Figure 1. M2 wires (run 1).
(2 px per um)
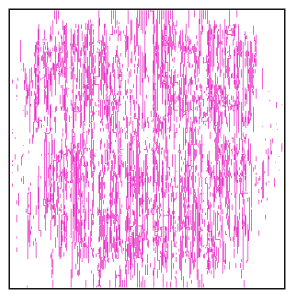
Figure 2. Signal wires by layer (run 1).
(3 px per um)
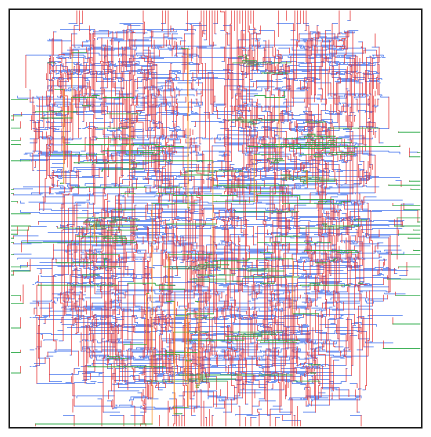
Figure 3. The metal 3 layer (run 1).
(2 px per um) Cells faint in the background.
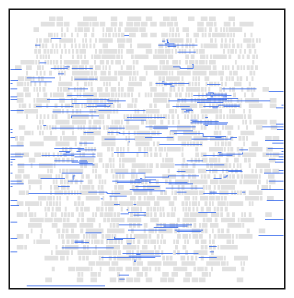
Design raster_scan_gen, sky130hd; sources not shown.
==> results.yml, run 1 <==
# generated from flow reports
outcome:
  outcome: "finished, final reports clean"
layout:
  nFillCells: 1712
  nNonClkBuffers: 116
  seq_share: 0.248
  clock_buffers: 18
placed_design:
  io_buffers: 111
  place_congestion: 0.941
die:
  tap_cells: 229
  core-area_um2: 17700
grt:
  grt_pass1_wl_um: 42200
  globalRouteOverflowTotal: 0
  grt_antenna_before_repair: 0
  grt_max_degree: 68
yosys:
  yosys_most_used_dff: "dfxtp_1"
  ys_cells: 1346
  synth_nets: 1438
sta:
  tns_ps: 0
  slew_violations: 0
critical_path:
  worst_ep_arrival_time_ps: 4640
  crit_path_end_kind: "flop"
  slowest_stage: "nand4_2"
  reg2regPathDepth: 19
routing:
  drtIter0Drc: 747
  ant_nets: 0
  drc: 0
Notes on Figure 1 above:
share of all routed wire = 46%
nets with wire on the layer = 1170
wire length on this layer = 12100 um
longest straight run = 51.2 um
via count: 9151
Total Wirelength: 26300 um

Notes on Figure 2 above:
blue -> M1  # wire length 11900 um
orange -> M4  # wire length 442 um
green -> M3  # wire length 1920 um
red -> M2  # wire length 12100 um
total track usage: 0.286
post-DR wirelength/cell: 15.8 um

Notes on Figure 3 above:
longest straight run = 50.6 um
nets with wire on the layer = 141
share of all routed wire = 7.3%
main direction = horizontal
global-route met3 utilization: 0.0457

==> run 1: cells in the mapped netlist (3+ instances only) <==
master	count	share of area
o21ai_1	10	0.0058
o21ai_0	131	0.076
nor4_1	3	0.0022
nand2_2	3	0.0022
nor2_1	197	0.086
ha_1	26	0.038
nand3b_1	4	0.0035
o22ai_1	5	0.0036
buf_1	7	0.0030
buf_6	3	0.0039
o21a_1	3	0.0026
nand2_1	272	0.12
o21ai_2	5	0.0051
inv_2	9	0.0039
dfxtp_1	128	0.30
nor3_1	20	0.012
buf_2	9	0.0052
nand4_1	14	0.010
o21bai_1	3	0.0026
xor2_1	41	0.042
nand3_2	3	0.0035
nor2_2	6	0.0044
nor2_4	3	0.0039
a211oi_1	13	0.011
inv_1	124	0.054
or2_2	5	0.0036
nand3_1	107	0.062
a31oi_1	4	0.0029
clkbuf_1	35	0.015
xnor2_1	24	0.024
a21oi_1	101	0.059
==> run 1: routing by layer <==
layer	routed length [um]	up-vias	track usage
li1	-	4576	-
met4	442	0	0.0922
met1	11900	4169	0.383
met5	0	-	-
met3	1920	38	0.0457
met2	12100	368	0.440
==> run 1: where the power goes <==
group	internal, W	switching (W)
Clock	0.000501	0.000381
Combinational	0.000220	0.000351
Sequential	0.000855	0.0000505
Total	0.00158	0.000783
==> run 1: kinds of logic (layout without fill, tap and decap cells) <==
group	Yosys count	in the layout
AND/OR/NAND/NOR	653	653
flip-flops	128	128
multiplexers	2	2
buffers and inverters	189	282
AND-OR/OR-AND	280	280
adder cells (fa/ha/maj)	27	27
XOR/XNOR	67	67
==> run 1: critical path, delay by kind of cell <==
family | cells | cell delay [ps]
buffers and inverters | 3 | 1110
AND-OR/OR-AND | 2 | 360
AND/OR/NAND/NOR | 9 | 1560
Figure 4. The clock network (run 1).
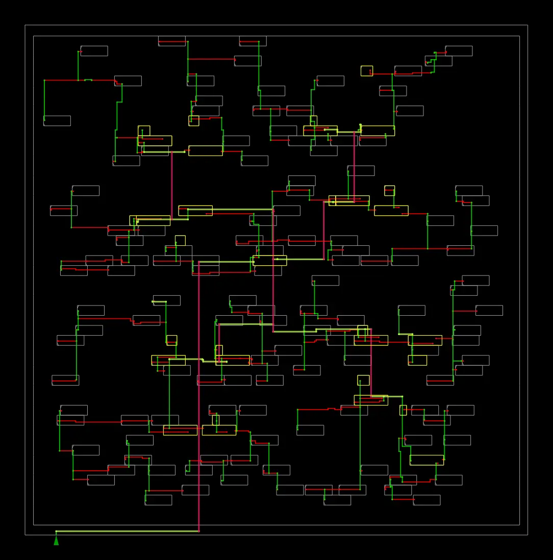

==> inputs of run 2 (changes only) <==
PLACE_DENSITY = 0.75   (was 0.72)
clock period = 3.8 ns   (was 6.4 ns; I/O delays follow)
Figure 5. The clock network (run 2).
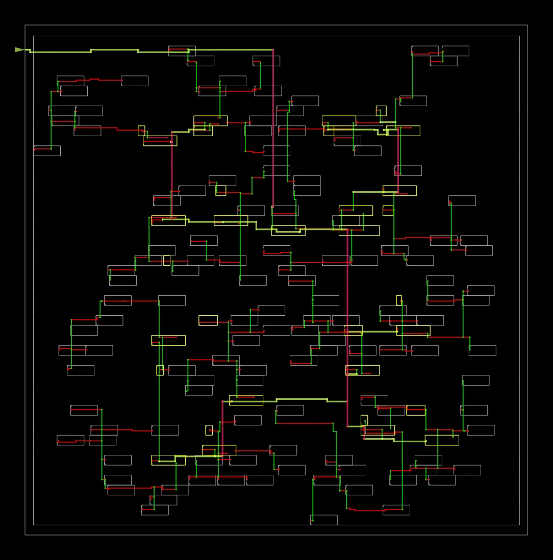
clock sink total: 128
Clock net power: 0.00159 W
worst skew pair latency: 440 ps
registers: 128
clock buffer count: 22

==> results.yml, run 2 <==
# generated from flow reports
run:
  warnings: 26
yosys:
  synth_top_area_share: 0.297
  yosys_most_used_dff: "dfxtp_1"
  most_common_cell: "nand2_1"
  synth_nets: 1438
  yosys.area.top_type: "dfxtp_1"
  avgSynthCellArea_um2: 6.41
  ys_cells: 1346
  synthesis.area_um2: 8620
  ys_seq_frac: 0.297
  synthTopCellsByArea: "dfxtp_1 (30%), nand2_1 (12%), nor2_1 (8.6%), o21ai_0 (7.6%), nand3_1 (6.2%)"
  synthTopCellsByCount: "nand2_1 (272), nor2_1 (197), o21ai_0 (131)"
placed_design:
  dp_hpwl_um: 18900
  io_buffers: 111
  place_congestion: 0.958
layout:
  nNetsFinal: 1537
  finalNonFillerCells: 1687
  area_growth_syn_to_layout_pct: 22.0
  nFillCells: 1719
routing:
  vias: 9242
  drtIter0Drc: 924
  wl_per_cell_um: 15.7
  routed_wl_um: 26400
  drc: 0
  ant_nets: 0
critical_path:
  reg2regPathDepth: 19
  worst_ep_arrival_time_ps: 3540
  cp.required_ps: 4170
  cp_max_fo: 20
  crit_path_end_kind: "flop"
cts:
  cts_tree: "done"
  cts.path.max_buffers: 2
grt:
  grtUsageTotal: 0.288
  grt_max_degree: 57
  grt_antenna_before_repair: 0
  globalRouteOverflowTotal: 0
  grt_pass1_wl_um: 42600
hold_path:
  hold_class: "flop to flop"
sta:
  tns_ps: 0
  slew_violations: 0
die:
  dieWidth_um: 137
  core-area_um2: 17700
  dieArea_um2: 19000
pwr:
  irDropWorstVdd_mv: 0.338
  powerDensity_nw_per_um2: 389
outcome:
  outcome: "finished, final reports clean"
## run 2: cell counts after synthesis
No cell type changed its count.
## run 2: cell type report
type                       instances  area share
multi-input combinational       1029       0.505
sequential                       128       0.244
timing repair buffer             135       0.122
inverter                         134      0.0479
clock buffer                      22      0.0460
tap                              229      0.0272
clock inverter                    10     0.00809
## run 2: through the flow
stage               total power [W]  cell area [um^2]  hold slack, ps  setup WS, ps
CTS                         0.00409             10500             465           637
global route                0.00430             10500             474           426
finish                      0.00410             10500             464           629
global placement            0.00251              9950             452           328
floorplan                   0.00220              8620             440          1080
detailed placement          0.00252              9950             456           251
## run 2: logic make-up (layout without fill, tap and decap cells)
family | count (synthesis) | after routing | share of synthesized area
and+or+nand+nor | 653 | 653 | 0.329
AOI/OAI and AO/OA | 280 | 280 | 0.173
buffers and inverters | 189 | 301 | 0.0868
DFF | 128 | 128 | 0.297
xor gates and xnor gates | 67 | 67 | 0.0698
adders and majority gates | 27 | 27 | 0.0400
muxes | 2 | 2 | 0.00377
## run 2: worst max-delay path: stages
cell,delay [ps]
clkdlybuf4s50_1,550
nand2_4,170
o21a_1,210
inv_1,90
ha_1,180
nand2_1,60
nor2_1,180
nand3_2,110
nand3b_4,180
xnor2_2,150
xor2_1,170
nand3_1,100
nor3_2,230
nand3_1,100
nor2_1,80
## run 2: layer usage
metal  wire, um  share of wire  vias up  global-route usage
li1           -              -     4615                   -
met1      11800           0.45     4188               0.378
met2      12200           0.46      393               0.451
met3       1910          0.072       46              0.0515
met4        513          0.019        0              0.0857
met5          0              0        -                   -
## run 2: power breakdown
part | internal (W) | switching [W]
clock network | 0.000961 | 0.000625
registers | 0.00144 | 0.0000810
logic | 0.000388 | 0.000602
Power and IR drop assume default switching activity.
